### src/rtl/wb_pkg.sv
// rtl/wb_pkg.sv - shared opcodes, FSM states and flag bit positions for the write-back stage
//
// Contents:
//   OP_*          5-bit opcode values decoded by the stage
//   wb_state_e    write-back sequencer states
//   FLAG_*        bit positions inside flags_q ({parity,ac,carry,zero})
//   is_flag_op()  opcodes that update the architectural flags

package wb_pkg;

  localparam logic [4:0] OP_NOP   = 5'd0;
  localparam logic [4:0] OP_ADD   = 5'd1;
  localparam logic [4:0] OP_SUB   = 5'd2;
  localparam logic [4:0] OP_AND   = 5'd3;
  localparam logic [4:0] OP_OR    = 5'd4;
  localparam logic [4:0] OP_XOR   = 5'd5;
  localparam logic [4:0] OP_MUL   = 5'd6;
  localparam logic [4:0] OP_MOV   = 5'd7;
  localparam logic [4:0] OP_STORE = 5'd8;
  localparam logic [4:0] OP_JMP   = 5'd9;
  localparam logic [4:0] OP_JZ    = 5'd10;
  localparam logic [4:0] OP_JC    = 5'd11;
  localparam logic [4:0] OP_HLT   = 5'd31;

  typedef enum logic [1:0] {
    ST_IDLE   = 2'd0,
    ST_MUL_HI = 2'd1,
    ST_HALT   = 2'd2
  } wb_state_e;

  localparam int FLAG_ZERO   = 0;
  localparam int FLAG_CARRY  = 1;
  localparam int FLAG_AC     = 2;
  localparam int FLAG_PARITY = 3;

  // ALU ops (ADD..XOR) and MUL refresh the flags; everything else preserves them.
  function automatic logic is_flag_op(input logic [4:0] op);
    return (op >= OP_ADD) && (op <= OP_MUL);
  endfunction

endpackage

### src/rtl/wb_fsm.sv
// rtl/wb_fsm.sv - write-back sequencer: destination select, MUL byte split, jumps, halt
//
// Ports:
//   clk, rst                 clock, async active-low reset
//   in_valid / in_ready      EX/WB handshake (in_ready gated by reset)
//   ex_*                     EX/WB bundle fields
//   flag_zero, flag_carry    current architectural flags, for JZ/JC
//   rf_we/rf_waddr/rf_wdata  registered register-file write port
//   dm_we/dm_waddr/dm_wdata  registered data-memory write port
//   pc_load/pc_target        registered fetch redirect
//   halted                   registered halt indication
//   flags_load               pulse: load flags at this edge
//   retire                   pulse: one instruction completes at this edge

module wb_fsm
  import wb_pkg::*;
(
  input  logic        clk,
  input  logic        rst,
  input  logic        in_valid,
  output logic        in_ready,
  input  logic [4:0]  ex_opcode,
  input  logic        ex_am,
  input  logic [2:0]  ex_rd,
  input  logic [3:0]  ex_mem_addr,
  input  logic [5:0]  ex_instr_mem_addr,
  input  logic [15:0] ex_result,
  input  logic        flag_zero,
  input  logic        flag_carry,
  output logic        rf_we,
  output logic [2:0]  rf_waddr,
  output logic [7:0]  rf_wdata,
  output logic        dm_we,
  output logic [3:0]  dm_waddr,
  output logic [7:0]  dm_wdata,
  output logic        pc_load,
  output logic [5:0]  pc_target,
  output logic        halted,
  output logic        flags_load,
  output logic        retire
);

  wb_state_e  state;
  logic       xfer;

  // Pending MUL high-byte write, captured at the MUL transfer.
  logic       hi_am;
  logic [2:0] hi_rd;
  logic [3:0] hi_mem;
  logic [7:0] hi_data;

  // Gating with rst keeps in_ready low for the whole reset window while
  // still letting the first edge after release accept a bundle.
  assign in_ready   = rst && (state == ST_IDLE);
  assign xfer       = in_valid && in_ready;
  assign flags_load = xfer && is_flag_op(ex_opcode);
  // MUL retires when its second byte is written, not at its transfer.
  assign retire     = (xfer && (ex_opcode != OP_MUL)) || (state == ST_MUL_HI);

  always_ff @(posedge clk or negedge rst) begin
    if (!rst) begin
      state     <= ST_IDLE;
      rf_we     <= 1'b0;
      rf_waddr  <= '0;
      rf_wdata  <= '0;
      dm_we     <= 1'b0;
      dm_waddr  <= '0;
      dm_wdata  <= '0;
      pc_load   <= 1'b0;
      pc_target <= '0;
      halted    <= 1'b0;
      hi_am     <= 1'b0;
      hi_rd     <= '0;
      hi_mem    <= '0;
      hi_data   <= '0;
    end else begin
      rf_we   <= 1'b0;
      dm_we   <= 1'b0;
      pc_load <= 1'b0;
      case (state)
        ST_IDLE: begin
          if (xfer) begin
            case (ex_opcode)
              OP_ADD, OP_SUB, OP_AND, OP_OR, OP_XOR, OP_MOV, OP_MUL: begin
                if (ex_am) begin
                  dm_we    <= 1'b1;
                  dm_waddr <= ex_mem_addr;
                  dm_wdata <= ex_result[7:0];
                end else begin
                  rf_we    <= 1'b1;
                  rf_waddr <= ex_rd;
                  rf_wdata <= ex_result[7:0];
                end
                if (ex_opcode == OP_MUL) begin
                  hi_am   <= ex_am;
                  hi_rd   <= ex_rd + 3'd1;
                  hi_mem  <= ex_mem_addr + 4'd1;
                  hi_data <= ex_result[15:8];
                  state   <= ST_MUL_HI;
                end
              end
              OP_STORE: begin
                dm_we    <= 1'b1;
                dm_waddr <= ex_mem_addr;
                dm_wdata <= ex_result[7:0];
              end
              OP_JMP: begin
                pc_load   <= 1'b1;
                pc_target <= ex_instr_mem_addr;
              end
              OP_JZ: begin
                if (flag_zero) begin
                  pc_load   <= 1'b1;
                  pc_target <= ex_instr_mem_addr;
                end
              end
              OP_JC: begin
                if (flag_carry) begin
                  pc_load   <= 1'b1;
                  pc_target <= ex_instr_mem_addr;
                end
              end
              OP_HLT: begin
                halted <= 1'b1;
                state  <= ST_HALT;
              end
              default: ;
            endcase
          end
        end
        ST_MUL_HI: begin
          if (hi_am) begin
            dm_we    <= 1'b1;
            dm_waddr <= hi_mem;
            dm_wdata <= hi_data;
          end else begin
            rf_we    <= 1'b1;
            rf_waddr <= hi_rd;
            rf_wdata <= hi_data;
          end
          state <= ST_IDLE;
        end
        ST_HALT: ;
        default: state <= ST_IDLE;
      endcase
    end
  end

endmodule

### src/rtl/wb_stage.sv
// rtl/wb_stage.sv - write-back stage top: architectural flags, retire counter, sequencer
//
// Ports:
//   clk, rst                       clock, async active-low reset
//   in_valid / in_ready            EX/WB handshake
//   ex_opcode, ex_am, ex_rd,
//   ex_mem_addr, ex_instr_mem_addr,
//   ex_result, ex_zero, ex_carry,
//   ex_ac, ex_parity               EX/WB bundle
//   rf_we, rf_waddr, rf_wdata      register-file write port
//   dm_we, dm_waddr, dm_wdata      data-memory write port
//   flags_q                        {parity,ac,carry,zero}
//   pc_load, pc_target             fetch redirect
//   halted, retired_cnt            halt status, completed-instruction count

module wb_stage
  import wb_pkg::*;
(
  input  logic        clk,
  input  logic        rst,
  input  logic        in_valid,
  output logic        in_ready,
  input  logic [4:0]  ex_opcode,
  input  logic        ex_am,
  input  logic [2:0]  ex_rd,
  input  logic [3:0]  ex_mem_addr,
  input  logic [5:0]  ex_instr_mem_addr,
  input  logic [15:0] ex_result,
  input  logic        ex_zero,
  input  logic        ex_carry,
  input  logic        ex_ac,
  input  logic        ex_parity,
  output logic        rf_we,
  output logic [2:0]  rf_waddr,
  output logic [7:0]  rf_wdata,
  output logic        dm_we,
  output logic [3:0]  dm_waddr,
  output logic [7:0]  dm_wdata,
  output logic [3:0]  flags_q,
  output logic        pc_load,
  output logic [5:0]  pc_target,
  output logic        halted,
  output logic [7:0]  retired_cnt
);

  logic       flags_load;
  logic       retire;
  logic [3:0] ex_flags;

  always_comb begin
    ex_flags              = '0;
    ex_flags[FLAG_ZERO]   = ex_zero;
    ex_flags[FLAG_CARRY]  = ex_carry;
    ex_flags[FLAG_AC]     = ex_ac;
    ex_flags[FLAG_PARITY] = ex_parity;
  end

  wb_fsm u_fsm (
    .clk               (clk),
    .rst               (rst),
    .in_valid          (in_valid),
    .in_ready          (in_ready),
    .ex_opcode         (ex_opcode),
    .ex_am             (ex_am),
    .ex_rd             (ex_rd),
    .ex_mem_addr       (ex_mem_addr),
    .ex_instr_mem_addr (ex_instr_mem_addr),
    .ex_result         (ex_result),
    .flag_zero         (flags_q[FLAG_ZERO]),
    .flag_carry        (flags_q[FLAG_CARRY]),
    .rf_we             (rf_we),
    .rf_waddr          (rf_waddr),
    .rf_wdata          (rf_wdata),
    .dm_we             (dm_we),
    .dm_waddr          (dm_waddr),
    .dm_wdata          (dm_wdata),
    .pc_load           (pc_load),
    .pc_target         (pc_target),
    .halted            (halted),
    .flags_load        (flags_load),
    .retire            (retire)
  );

  always_ff @(posedge clk or negedge rst) begin
    if (!rst) begin
      flags_q     <= '0;
      retired_cnt <= '0;
    end else begin
      if (flags_load) flags_q <= ex_flags;
      if (retire) retired_cnt <= retired_cnt + 8'd1;
    end
  end

endmodule
### config.mk
export PLATFORM = sky130hd
export DESIGN_NAME = wb_stage
export DESIGN_NICKNAME = d
export VERILOG_FILES = /design/src/rtl/wb_pkg.sv /design/src/rtl/wb_fsm.sv /design/src/rtl/wb_stage.sv
export SDC_FILE = /design/constraint.sdc
export NUM_CORES = 1
export LEC_CHECK = 0
export CORE_UTILIZATION = 41
export CTS_CLUSTER_SIZE = 10
export DETAILED_ROUTE_END_ITERATION = 10
export PLACE_DENSITY = 0.72
export SYNTH_ARGS = -nofsm -noshare
export SYNTH_HDL_FRONTEND = slang
export SYNTH_SLANG_ARGS = --single-unit
### constraint.sdc
create_clock -name clk -period 1.9 [get_ports clk]
set_input_delay 0.38 -clock clk [delete_from_list [all_inputs] [get_ports clk]]
set_output_delay 0.38 -clock clk [all_outputs]
set_load 0.01 [all_outputs]
==> impl_metrics.toml <==
# synthesis and place-and-route metrics
[run_status]
status = "completed"

[timing]
final_period_minus_worst_setup_slack_ns = 1.86
setup-tns-final_ns = 0
report.final.slew_viol_count = 0
tightest_slew_ns = 0.483
fin_ws_ns = 0.0353
max_slew_headroom_at_the_worst_pin = 0.678
setup_violations = 0
maximum_clock_rate_ghz = 0.536
final_min_period_over_clock_period = 0.981
hold_violations = 0
worst_clock_skew_ns = 0.0118

[synthesis]
post_synth_instance_area_sq_um = 2690
yosysChipArea_sq_um = 2690
synth.cellmix.adderShare = 0.0139
post_synth_main_area_contributors = "dfrtp_1, nand2_1, mux2i_1"
synth.mux.area_fraction = 0.123
top_area_frac = 0.585
postSynthRegisterBits = 63
syn_avg_cell_area_sq_um = 10.8
yosys.area_share.aoi = 0.0492
simple_gate_share = 0.158
dominantRegCellSynth = "dfrtp_1"
sequential_to_total_area_share_from_yosys_stat = 0.585
yosys-dominant-comb-family = "simple AND/OR/NAND/NOR gates"
yosys_cells = 250
synth_nets = 295
synth_async_sr_flop_share = 1.00
synthCells = 250
synth.largest_area_cell = "dfrtp_1"
synth.distinct_cells = 34
edff_count_synth = 0
post_synth_xor_area_fraction = 0.0325
ys.warnings.count = 0

[clock_network]
cts_root_buf = "clkbuf_8"
clk_path_buf_depth = 2
cts.clk_slew.worst_paths_ns = 0.08
post_cts.repair.setup_buffers = 0
postCtsResizedCells = 1
tritoncts = "built"
holdBufCountCts = 0
cts_htree_levels = 3

[power]
ir_drop_mv = 0.415
report.power.total_uw = 2690
powerDensity_nw_per_um2 = 678
p_leak_uw = 0.00190

[placement]
pre_cts_slack_ns = -0.364
gp_congestion = 0.760
place.port_buffers = 87
detailed_place.area_sq_um = 3770
place_hpwl_um = 4480

[global_route]
grt_most_used_layer = "met2"
global_route.usage.met1 = 0.235
antenna_found_initial = 0
global_route.usage.met3 = 0.0497
grt-ovfl-total = 0
grt_start_max_net_pins = 39
grt_first_pass_wirelength_um = 10000
gr-usage-all-layers = 0.186
first_global_vias = 2136
grt_use_met2 = 0.305

[finish]
post_route_cells_drive_above_1_share = 0.151
final_nets = 404
antenna_cells_inserted = 0
final_cell_area_sq_um = 3960
area_delta_synth_final_pct = 47.1

[routing]
avgViaCountPerCell = 4.76
detail_route.iter0.violations = 87
drt-total-wl_um = 6050
firstDrtPassIters = 4
number_of_design_rule_violations_left_after_detail_routing = 0
num_vias = 2097
antenna_violating_nets_post_route = 0
route.detailed.wl_per_inst_um = 13.7

[min_path]
hold_class = "input port to asynchronous set/reset pin"

[floorplan]
chip_area_sq_um = 6900
die.size.y_um = 83.1
core_area_sq_um = 6350
initial_core_util = 0.424
top_level_ports = 88
chipWidth_um = 83.1
number_of_cell_rows = 29

[critical_path]
path_class = "input port to flip-flop"
cp.required_ns = 2.12
critical_path.max_fanout = 7
path_common_cell = "buf_4"
critical_path.startpoint_type = "input port"
crit_slowest_cell = "clkdlybuf4s50_1"
critPathCaptureType = "flip-flop"
cp_cell_sequence = "clkdlybuf4s50_1, and4bb_1, nand2b_1, buf_4, a311oi_2, nand3b_1, buf_4, mux2_2"
cp.arrival_ns = 2.08
timing.critical_path.slowest_cell_delay_ns = 0.44

[run]
count_of_max_cap_constraint_violations = 0
openroad.warnings = 26
-- power breakdown --
group | switching (uW) | internal, uW | total, uW
clock | 553 | 474 | 1030
combinational | 108 | 162 | 270
sequential | 19.2 | 1370 | 1390
total | 680 | 2010 | 2690
-- routing by layer --
layer | part of all wire | vias up
li1 | - | 1050
met1 | 0.46 | 999
met2 | 0.49 | 40
met3 | 0.037 | 8
met4 | 0.017 | 0
met5 | 0 | -
-- registers in the layout, summed over array words and instances, names as in the netlist, 2 cells and up --
register and flops:
u_fsm.hi_rd 3, u_fsm.hi_data 8, u_fsm.rf_waddr 3, u_fsm.state 2, u_fsm.rf_wdata 8, u_fsm.pc_target 6, u_fsm.hi_mem 4, retired_cnt 8
flags_q 4, u_fsm.dm_waddr 4, u_fsm.dm_wdata 8
-- cells in the final DEF (no fill, tap or decap), types with 2 or more instances in the layout --
| master | synthesis | final |
|---|---|---|
| clkdlybuf4s50_1 | 0 | 85 |
| dfrtp_1 | 63 | 63 |
| nand2_1 | 62 | 62 |
| buf_4 | 2 | 19 |
| mux2i_1 | 17 | 17 |
| inv_1 | 13 | 13 |
| nor2_1 | 13 | 13 |
| mux2_2 | 13 | 13 |
| a21oi_1 | 9 | 9 |
| clkbuf_8 | 0 | 9 |
| xnor2_1 | 8 | 8 |
| o21ai_0 | 5 | 5 |
| a31oi_1 | 4 | 4 |
| nand4_1 | 4 | 4 |
| clkinv_4 | 0 | 4 |
| nand3_1 | 3 | 3 |
| and3_1 | 3 | 3 |
| ha_1 | 3 | 3 |
| clkinv_2 | 0 | 3 |
| nand2b_1 | 2 | 2 |
| nand3b_1 | 2 | 2 |
| xor2_1 | 2 | 2 |
-- layout make-up --
cell class | count | area [sq um]
Clock buffer | 9 | 124
Clock inverter | 7 | 50.0
Fill cell | 532 | 2390
Inverter | 13 | 48.8
Multi-Input combinational cell | 164 | 1030
Sequential cell | 63 | 1580
Tap cell | 77 | 96.3
Timing Repair Buffer | 108 | 1040
-- critical path, delay by kind of cell --
kind / cells / cell delay, ns
buf+inv: 3 / 0.77
mux: 1 / 0.27
compound gates: 1 / 0.24
simple gates: 3 / 0.43
-- synth_stat cells (3+ instances only) --
cell type	n
and3_1	3
o21ai_0	5
a21oi_1	9
xnor2_1	8
inv_1	13
ha_1	3
nand4_1	4
dfrtp_1	63
nor2_1	13
mux2i_1	17
mux2_2	13
clkbuf_1	5
nand3_1	3
nand2_1	62
a31oi_1	4
-- final timing paths --
kind	start	end	slack (ns)	depth (start not counted)
setup reg to reg	u_fsm.state[1]	u_fsm.pc_target[4]	0.06	7
max in group asynchronous	rst	u_fsm.hi_mem[0]	1.32	3
hold / removal	rst	u_fsm.dm_wdata[1]	0.07	2
hold reg to reg	u_fsm.hi_data[4]	u_fsm.hi_data[4]	0.47	2
min in group clk	u_fsm.hi_data[4]	u_fsm.hi_data[4]	0.47	2
setup / recovery	in_valid	u_fsm.pc_target[4]	0.04	8
-- per-stage QoR --
step	instances	hold WS [ns]	util
2_1_floorplan	250	0.0844	-
3_3_place_gp	424	0.442	0.594
3_5_place_dp	424	0.443	0.594
4_1_cts	440	0.0644	0.621
5_1_grt	441	0.0831	0.624
6_report	441	0.0684	0.624
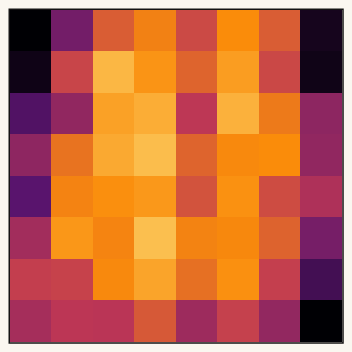
(images/density.png)
Scale: 4 px per um. 8 x 8 tiles, from black (low) to pale yellow (high), 0 to 100% covered.
tiles over 75% full: 25%
fullest tile: 86%
nearly empty tiles: 3.1%
mean over tiles: 56%

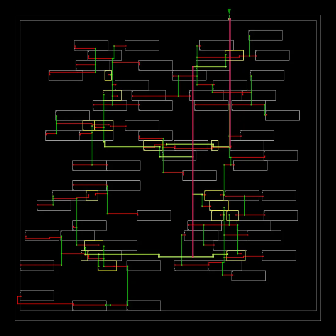
(images/final_clocks.png)
clk_lat worst skew: 0.34 ns
number of buffers created by CTS: 9
clk sink count: 63

Power figures rest on the tool's default switching activity, not on a simulated workload.
